**src/rtl/berg_link_serdes_if.sv**
```systemverilog
// berg_link_serdes_if: bundles the word-side handshakes and both link
// directions of one board end. Optional parity pins exist only when
// LINK_PARITY_EN is defined.
//
// Handshake semantics: a tx word transfers on a rising edge where
// tx_valid and tx_ready are both high; tx_data must be stable at that edge.
// Link beats carry no back-pressure: a beat is consumed on every edge where
// link_*_strb is high. rx_valid and rx_err are single-cycle pulses with no
// ready; the receiver of those pulses must always sample them.
interface berg_link_serdes_if #(
  parameter int DATA_W = 16,
  parameter int LANES  = 4
);
  logic [DATA_W-1:0] tx_data;
  logic              tx_valid;
  logic              tx_ready;
  logic [LANES-1:0]  link_out_data;
  logic              link_out_strb;
  logic              link_out_first;
  logic [LANES-1:0]  link_in_data;
  logic              link_in_strb;
  logic              link_in_first;
  logic [DATA_W-1:0] rx_data;
  logic              rx_valid;
  logic              rx_err;
`ifdef LINK_PARITY_EN
  logic              link_out_par;
  logic              link_in_par;

  modport slave (
    input  tx_data, tx_valid, link_in_data, link_in_strb, link_in_first, link_in_par,
    output tx_ready, link_out_data, link_out_strb, link_out_first, link_out_par,
           rx_data, rx_valid, rx_err
  );
  modport master (
    output tx_data, tx_valid, link_in_data, link_in_strb, link_in_first, link_in_par,
    input  tx_ready, link_out_data, link_out_strb, link_out_first, link_out_par,
           rx_data, rx_valid, rx_err
  );
`else
  modport slave (
    input  tx_data, tx_valid, link_in_data, link_in_strb, link_in_first,
    output tx_ready, link_out_data, link_out_strb, link_out_first,
           rx_data, rx_valid, rx_err
  );
  modport master (
    output tx_data, tx_valid, link_in_data, link_in_strb, link_in_first,
    input  tx_ready, link_out_data, link_out_strb, link_out_first,
           rx_data, rx_valid, rx_err
  );
`endif
endinterface

```
**src/rtl/berg_link_serdes.sv**
```systemverilog
// berg_link_serdes: carries a DATA_W-bit word over LANES link pins in
// BEATS = DATA_W/LANES beats, LSB lanes first, framed by strobe and a
// first-beat marker. Tx and rx halves are independent.
// Optional feature macro: LINK_PARITY_EN (even parity per beat).
module berg_link_serdes #(
  parameter int DATA_W   = 16,
  parameter int LANES    = 4,
  parameter int IDLE_GAP = 0
) (
  input  logic               clk,
  input  logic               rst,
  berg_link_serdes_if.slave  bus,
  output logic [1:0]         dbg_tx_state,
  output logic               dbg_rx_state
);
  localparam int BEATS = DATA_W / LANES;
  localparam int CW    = (BEATS > 1) ? $clog2(BEATS) : 1;
  localparam logic [CW-1:0] LAST     = CW'(BEATS - 1);
  localparam logic [3:0]    GAP_LAST = 4'((IDLE_GAP > 0) ? IDLE_GAP - 1 : 0);

  typedef enum logic [1:0] {TX_IDLE = 2'd0, TX_SEND = 2'd1, TX_GAP = 2'd2} tx_state_t;
  typedef enum logic {RX_IDLE = 1'b0, RX_RECV = 1'b1} rx_state_t;

  // ---------------- transmit side ----------------
  tx_state_t         tx_state_q, tx_state_d;
  logic [CW-1:0]     tx_cnt_q, tx_cnt_d;
  logic [3:0]        gap_cnt_q, gap_cnt_d;
  logic [DATA_W-1:0] tx_sh_q, tx_sh_d;
  logic              ready_q, ready_d;
  logic [LANES-1:0]  od_q, od_d;
  logic              strb_q, strb_d, first_q, first_d;

  // Tx state and registered link outputs.
  always_ff @(posedge clk) begin
    if (rst) begin
      tx_state_q <= TX_IDLE;
      tx_cnt_q   <= '0;
      gap_cnt_q  <= '0;
      tx_sh_q    <= '0;
      ready_q    <= 1'b0;
      od_q       <= '0;
      strb_q     <= 1'b0;
      first_q    <= 1'b0;
    end else begin
      tx_state_q <= tx_state_d;
      tx_cnt_q   <= tx_cnt_d;
      gap_cnt_q  <= gap_cnt_d;
      tx_sh_q    <= tx_sh_d;
      ready_q    <= ready_d;
      od_q       <= od_d;
      strb_q     <= strb_d;
      first_q    <= first_d;
    end
  end

  // Tx next state: beat 0 is registered at the accept edge, so the last
  // beat is on the pins while the counter sits at LAST.
  always_comb begin
    tx_state_d = tx_state_q;
    tx_cnt_d   = tx_cnt_q;
    gap_cnt_d  = gap_cnt_q;
    tx_sh_d    = tx_sh_q;
    ready_d    = 1'b0;
    od_d       = '0;
    strb_d     = 1'b0;
    first_d    = 1'b0;
    case (tx_state_q)
      TX_IDLE: begin
        ready_d = 1'b1;
        if (bus.tx_valid && ready_q) begin
          tx_sh_d    = bus.tx_data >> LANES;
          od_d       = bus.tx_data[LANES-1:0];
          strb_d     = 1'b1;
          first_d    = 1'b1;
          tx_cnt_d   = '0;
          ready_d    = 1'b0;
          tx_state_d = TX_SEND;
        end
      end
      TX_SEND: begin
        if (tx_cnt_q == LAST) begin
          if (IDLE_GAP > 0) begin
            tx_state_d = TX_GAP;
            gap_cnt_d  = '0;
          end else begin
            tx_state_d = TX_IDLE;
            ready_d    = 1'b1;
          end
        end else begin
          od_d     = tx_sh_q[LANES-1:0];
          tx_sh_d  = tx_sh_q >> LANES;
          strb_d   = 1'b1;
          tx_cnt_d = tx_cnt_q + 1'b1;
        end
      end
      TX_GAP: begin
        if (gap_cnt_q == GAP_LAST) begin
          tx_state_d = TX_IDLE;
          ready_d    = 1'b1;
        end else begin
          gap_cnt_d = gap_cnt_q + 4'd1;
        end
      end
      default: tx_state_d = TX_IDLE;
    endcase
  end

  assign bus.tx_ready       = ready_q;
  assign bus.link_out_data  = od_q;
  assign bus.link_out_strb  = strb_q;
  assign bus.link_out_first = first_q;
`ifdef LINK_PARITY_EN
  assign bus.link_out_par   = ^od_q;
`endif

  // ---------------- receive side ----------------
  rx_state_t         rx_state_q, rx_state_d;
  logic [CW-1:0]     rx_cnt_q, rx_cnt_d;
  logic [DATA_W-1:0] asm_q, asm_d, asm_ins;
  logic [DATA_W-1:0] rx_data_q, rx_data_d;
  logic              rx_valid_q, rx_valid_d, rx_err_q, rx_err_d;
  logic [CW-1:0]     rx_sel;
  logic              par_ok;

  // Rx state, assembly buffer and result registers.
  always_ff @(posedge clk) begin
    if (rst) begin
      rx_state_q <= RX_IDLE;
      rx_cnt_q   <= '0;
      asm_q      <= '0;
      rx_data_q  <= '0;
      rx_valid_q <= 1'b0;
      rx_err_q   <= 1'b0;
    end else begin
      rx_state_q <= rx_state_d;
      rx_cnt_q   <= rx_cnt_d;
      asm_q      <= asm_d;
      rx_data_q  <= rx_data_d;
      rx_valid_q <= rx_valid_d;
      rx_err_q   <= rx_err_d;
    end
  end

  // Rx next state: a first beat always (re)starts a frame; a bad-parity beat
  // drops the whole frame so a partial word never reaches rx_data.
  always_comb begin
    rx_state_d = rx_state_q;
    rx_cnt_d   = rx_cnt_q;
    asm_d      = asm_q;
    rx_data_d  = rx_data_q;
    rx_valid_d = 1'b0;
    rx_err_d   = 1'b0;
`ifdef LINK_PARITY_EN
    par_ok = (bus.link_in_par == ^bus.link_in_data);
`else
    par_ok = 1'b1;
`endif
    rx_sel  = bus.link_in_first ? '0 : rx_cnt_q;
    asm_ins = asm_q;
    for (int b = 0; b < BEATS; b++) begin
      if (rx_sel == CW'(b)) asm_ins[b*LANES +: LANES] = bus.link_in_data;
    end
    if (bus.link_in_strb) begin
      if (!par_ok) begin
        rx_err_d   = 1'b1;
        rx_state_d = RX_IDLE;
        rx_cnt_d   = '0;
      end else if (bus.link_in_first) begin
        rx_err_d = (rx_state_q == RX_RECV);
        asm_d    = asm_ins;
        if (BEATS == 1) begin
          rx_data_d  = asm_ins;
          rx_valid_d = 1'b1;
          rx_state_d = RX_IDLE;
          rx_cnt_d   = '0;
        end else begin
          rx_cnt_d   = CW'(1);
          rx_state_d = RX_RECV;
        end
      end else if (rx_state_q == RX_RECV) begin
        asm_d = asm_ins;
        if (rx_cnt_q == LAST) begin
          rx_data_d  = asm_ins;
          rx_valid_d = 1'b1;
          rx_state_d = RX_IDLE;
          rx_cnt_d   = '0;
        end else begin
          rx_cnt_d = rx_cnt_q + 1'b1;
        end
      end else begin
        rx_err_d = 1'b1;
      end
    end
  end

  assign bus.rx_data  = rx_data_q;
  assign bus.rx_valid = rx_valid_q;
  assign bus.rx_err   = rx_err_q;

  assign dbg_tx_state = tx_state_q;
  assign dbg_rx_state = rx_state_q;
endmodule

```
**src/flat_wrapper.sv**
```systemverilog
// flat-port wrapper written by rule: the top's interface ports become plain ports
module berg_link_serdes_flat 
#(
  parameter int DATA_W   = 16,
  parameter int LANES    = 4,
  parameter int IDLE_GAP = 0
)
  (clk, rst, dbg_tx_state, dbg_rx_state, bus_tx_data, bus_tx_valid, bus_link_in_data, bus_link_in_strb, bus_link_in_first, bus_tx_ready, bus_link_out_data, bus_link_out_strb, bus_link_out_first, bus_rx_data, bus_rx_valid, bus_rx_err);
  berg_link_serdes_if #(.DATA_W(DATA_W), .LANES(LANES)) bus_i ();
  input  logic clk;
  input  logic rst;
  output logic [1:0] dbg_tx_state;
  output logic dbg_rx_state;
  input wire logic [$bits(bus_i.tx_data)-1:0] bus_tx_data;
  input wire logic [$bits(bus_i.tx_valid)-1:0] bus_tx_valid;
  input wire logic [$bits(bus_i.link_in_data)-1:0] bus_link_in_data;
  input wire logic [$bits(bus_i.link_in_strb)-1:0] bus_link_in_strb;
  input wire logic [$bits(bus_i.link_in_first)-1:0] bus_link_in_first;
  output wire logic [$bits(bus_i.tx_ready)-1:0] bus_tx_ready;
  output wire logic [$bits(bus_i.link_out_data)-1:0] bus_link_out_data;
  output wire logic [$bits(bus_i.link_out_strb)-1:0] bus_link_out_strb;
  output wire logic [$bits(bus_i.link_out_first)-1:0] bus_link_out_first;
  output wire logic [$bits(bus_i.rx_data)-1:0] bus_rx_data;
  output wire logic [$bits(bus_i.rx_valid)-1:0] bus_rx_valid;
  output wire logic [$bits(bus_i.rx_err)-1:0] bus_rx_err;
  assign bus_i.tx_data = bus_tx_data;
  assign bus_i.tx_valid = bus_tx_valid;
  assign bus_i.link_in_data = bus_link_in_data;
  assign bus_i.link_in_strb = bus_link_in_strb;
  assign bus_i.link_in_first = bus_link_in_first;
  assign bus_tx_ready = bus_i.tx_ready;
  assign bus_link_out_data = bus_i.link_out_data;
  assign bus_link_out_strb = bus_i.link_out_strb;
  assign bus_link_out_first = bus_i.link_out_first;
  assign bus_rx_data = bus_i.rx_data;
  assign bus_rx_valid = bus_i.rx_valid;
  assign bus_rx_err = bus_i.rx_err;
  berg_link_serdes #(.DATA_W(DATA_W), .LANES(LANES), .IDLE_GAP(IDLE_GAP)) u_core (.clk(clk), .rst(rst), .bus(bus_i), .dbg_tx_state(dbg_tx_state), .dbg_rx_state(dbg_rx_state));
endmodule
```
**config.mk**
```make
export PLATFORM = sky130hd
export DESIGN_NAME = berg_link_serdes_flat
export DESIGN_NICKNAME = d
export VERILOG_FILES = /design/src/rtl/berg_link_serdes_if.sv /design/src/rtl/berg_link_serdes.sv /design/src/flat_wrapper.sv
export SDC_FILE = /design/constraint.sdc
export NUM_CORES = 1
export LEC_CHECK = 0
export CAP_MARGIN = 20
export CORE_ASPECT_RATIO = 1.1
export CORE_MARGIN = 1
export CORE_UTILIZATION = 45
export DETAILED_ROUTE_END_ITERATION = 8
export GPL_ROUTABILITY_DRIVEN = 0
export PLACE_DENSITY = 0.86
export SYNTH_ARGS = -nofsm -noshare
export SYNTH_HDL_FRONTEND = slang
export SYNTH_SLANG_ARGS = --single-unit
export TNS_END_PERCENT = 20
```
**constraint.sdc**
```tcl
create_clock -name clk -period 1.3 [get_ports clk]
set_clock_uncertainty 0.1 [all_clocks]
set_input_delay 0.26 -clock clk [delete_from_list [all_inputs] [get_ports clk]]
set_output_delay 0.26 -clock clk [all_outputs]
set_load 0.03 [all_outputs]
```
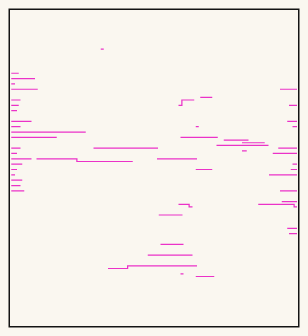
m3.png
The wires run mostly horizontal. The longest straight run is 18.6 um. The layer holds 4.7% of the routed length.
M3 GR Usage: 0.0540
Detailed Route WL: 5930 um

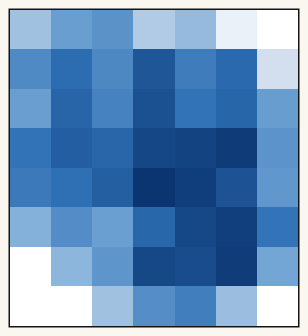
util_map.png
The die is cut into 7 by 8 equal tiles; white is low, dark blue is high, 0 to 100% covered.
The fullest tile reaches 98%. The mean over all tiles is 62%. 38% of the tiles are over 75% full.
Initial Util: 0.468
Core Box Area: 0.00536 mm2
Util after Layout: 0.693

==> impl_metrics.py <==
# Generated from Yosys and OpenROAD reports
metrics = {
    "outcome": {
        "status": "complete, but fails checks",
        "violations": "negative setup slack",
    },
    "drt": {
        "vias": 2064,
        "avgViaCountPerCell": 5.16,
        "ant_nets": 0,
        "dr_wl_met2_um": 3030,
        "top_layer": "met4",
        "drc": 0,
        "drt_iter0_markers": 116,
        "drtPass1Iterations": 4,
        "wl_per_cell_um": 14.8,
        "m1WireLength_um": 2530,
        "wl_met3_um": 277,
    },
    "floorplanning": {
        "dieArea_mm2": 0.00588,
        "pin_count": 53,
    },
    "clocking": {
        "cts.hold.buffers_added": 0,
        "numCtsBuffers": 9,
        "cts_tree": "yes",
        "cts_root_buffer": "clkbuf_8",
        "worstSkewPairLatency_ns": 0.34,
        "cts.sinks": 59,
        "clk_pin_slew_ns": 0.07,
        "cts-htree-levels": 3,
        "cts_buffer_depth": 2,
    },
    "synth": {
        "avgSynthCellArea_um2": 10.3,
        "largest_area_cell": "dfxtp_1",
        "top_cell_area_share": 0.471,
        "yosys_area_mm2": 0.00251,
        "synth_cell_types": 32,
        "ys_ff": 59,
        "synth_seq_share": 0.471,
        "yosys_warnings": 0,
        "syn_nets": 273,
        "post_synth_inst_count": 244,
        "ys_cells": 244,
        "synth_area_mm2": 0.00251,
        "synthTopCellsByArea": "dfxtp_1, mux2i_1, a211oi_1",
    },
    "layout": {
        "syn_to_final_growth_pct": 48.1,
        "antenna_cells": 0,
        "drive_above_1_share": 0.385,
        "nets": 349,
    },
    "power": {
        "power.density_mw_per_mm2": 1160,
        "ir_worst_vdd_v": 0.000709,
        "p_leak_uw": 0.00159,
    },
    "min_path": {
        "holdPathEnd": "u_core.bus.rx_err$_SDFF_PP0_",
        "hold-path-cell-count": 2,
        "worstHoldStart": "bus_link_in_strb",
        "hp-class": "input pin to flip-flop",
    },
    "critical_path": {
        "required_ns": 1.46,
        "arrival_ns": 1.61,
        "critPathLaunchType": "flip-flop",
        "worstSetupEndpoint": "u_core.bus.rx_data[8]$_SDFFE_PP0P_",
        "setup.worst_path.class": "flip-flop to flip-flop",
        "endpoint_kind": "flip-flop",
        "reg2reg_from": "u_core.rx_cnt_q[1]$_SDFFE_PP0P_",
        "crit_path_start": "u_core.rx_cnt_q[1]$_SDFFE_PP0P_",
        "r2r_end": "u_core.bus.rx_data[8]$_SDFFE_PP0P_",
        "rrSetupSlack_ns": -0.16,
        "crit_fanout": 6,
        "r2r_cells": 5,
    },
    "sta": {
        "max_clock_freq_mhz": 686,
        "setup_violations": 36,
        "slew_violations": 0,
        "hold_violations": 0,
        "fin_crit_ns": 1.46,
        "worst_slack_ns": -0.157,
        "rsz0062_at_grt": "true",
        "fin_tns_setup_ns": -2.86,
        "finalCritPeriodShare": 1.12,
    },
    "global_routing": {
        "antenna_found_initial": 0,
        "grt_pass1_vias": 1876,
        "grt_pass1_wl_um": 8920,
        "grt_usage": 0.205,
        "grt_max_degree": 18,
        "overflow": 0,
    },
    "place": {
        "dpl.hpwl_um": 3670,
    },
    "job": {
        "tool_warnings": 30,
        "cap_violations": 0,
    },
}
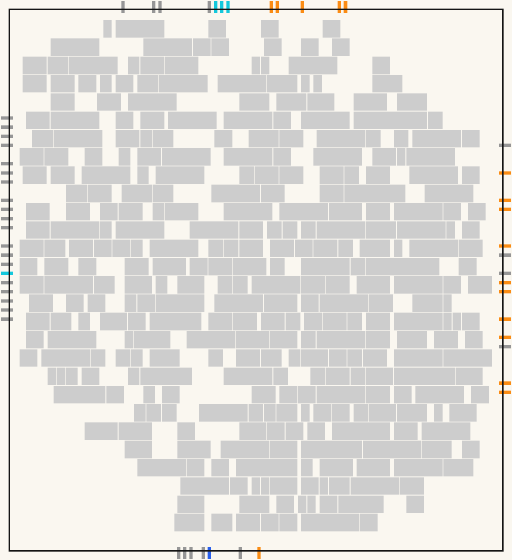
pinout.png
Pins as bars across the die edge, other pins in gray.
Cyan is `bus_link_out_data`, pins 4, direction output, edge 3 top, 1 left. Blue is `bus_link_out_strb`, pins 1, direction output, edge bottom. Orange is `bus_rx_data`, pins 16, direction output, edge 10 right, 5 top, 1 bottom.
All pins by edge: 20 left, 14 right, 12 top, 7 bottom.
Port Buffers: 51
Die Wd: 73.2 um
Die Height: 80.3 um

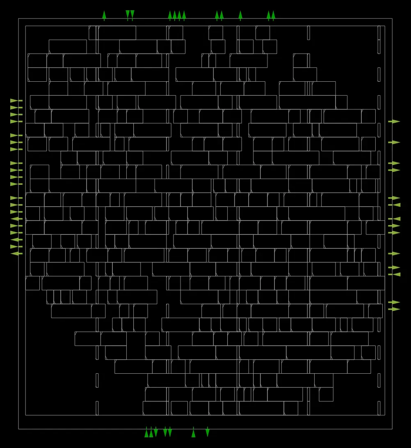
placed.png
Seq area share: 0.322
non-filler instance count after layout: 400
Row Count: 28
fillcell total: 392
Tapcells: 75

## state kept, by name (all words and copies together), names as in the netlist, 2 cells and up
register,cells
u_core.asm_q,16
u_core.bus.link_out_data,4
u_core.bus.rx_data,16
u_core.rx_cnt_q,2
u_core.tx_cnt_q,2
u_core.tx_sh_q,12
## logic make-up (layout without fill, tap and decap cells)
kind of cell	Yosys count	after routing	share of synthesized area
fa+ha+maj	4	4	0.0199
simple gates	79	79	0.175
compound gates	40	40	0.120
flops	59	59	0.471
buf+inv	21	102	0.0528
other cells	1	1	0.00149
mux	40	40	0.160
## layer usage
metal,up-vias,GRT usage
met5,-,0
met4,0,0.0882
met3,11,0.0540
met2,64,0.357
met1,970,0.233
li1,1019,-
## layout make-up
type | count | area, um2
fill | 392 | 1640
multi-input combinational | 164 | 1420
sequential | 59 | 1200
timing repair buffer | 84 | 783
clock buffer | 9 | 124
tap | 75 | 93.8
clock inverter | 7 | 91.3
inverter | 2 | 7.51
## synth_stat cells, drive strengths merged
library cell and instances:
and3b 1, conb 1, a22o 8, buf 11, or3b 2, and4b 1
mux2i 40, nand2b 24, dfxtp 59, nor2 22, nor3 9, o21ai 1
nand3 4, clkbuf 8, nor3b 1, and3 2, or3 1, o21bai 1
inv 2, nand2 5, a21oi 4, a22oi 1, nor2b 4, ha 4
a211oi 25, nand3b 3
## stage by stage
step | setup WS, ns | total power, uW | area [um2] | instances | hold WS (ns)
finish | -0.157 | 4320 | 3720 | 400 | 0.216
global route | -0.194 | 4470 | 3720 | 400 | 0.217
CTS | -0.146 | 4300 | 3530 | 394 | 0.376
detailed placement | -0.607 | 2470 | 3140 | 375 | 0.361
global placement | -0.565 | 2460 | 3140 | 375 | 0.356
floorplan | -0.0832 | 2260 | 2540 | 244 | 0.252
## layout by cell type (no fill, tap or decap), types with 3 or more instances in the layout
cell / count
clkdlybuf4s50_1: 22
nand2b_1: 23
a211oi_2: 15
buf_6: 5
nor2_4: 5
dfxtp_4: 3
buf_12: 3
nand3_1: 4
nor2_1: 15
buf_4: 50
nor3_1: 9
a21oi_1: 3
a211oi_1: 9
dfxtp_2: 3
nand2_1: 3
mux2i_1: 38
clkbuf_8: 9
dfxtp_1: 53
a22o_1: 8
## power breakdown
group | internal (uW) | total, uW | switching, uW
Sequential | 1880 | 1930 | 48.7
Clock | 1070 | 1830 | 755
Combinational | 293 | 568 | 276
## repair_timing
item / in CTS / in global routing
buffers inserted: 2 / 5
endpoints found under the setup margin: 51 / 50
pin swaps: 12 / 17
gates cloned: 1 / 2
gates resized: 32 / 30
## worst max-delay path, cell delays in order, from the launching register on
cell	delay, ns
dfxtp_4	0.40
ha_4	0.14
and4b_4	0.33
clkbuf_16	0.18
nor2_4	0.03
a211oi_2	0.19
Power and IR drop assume default switching activity.
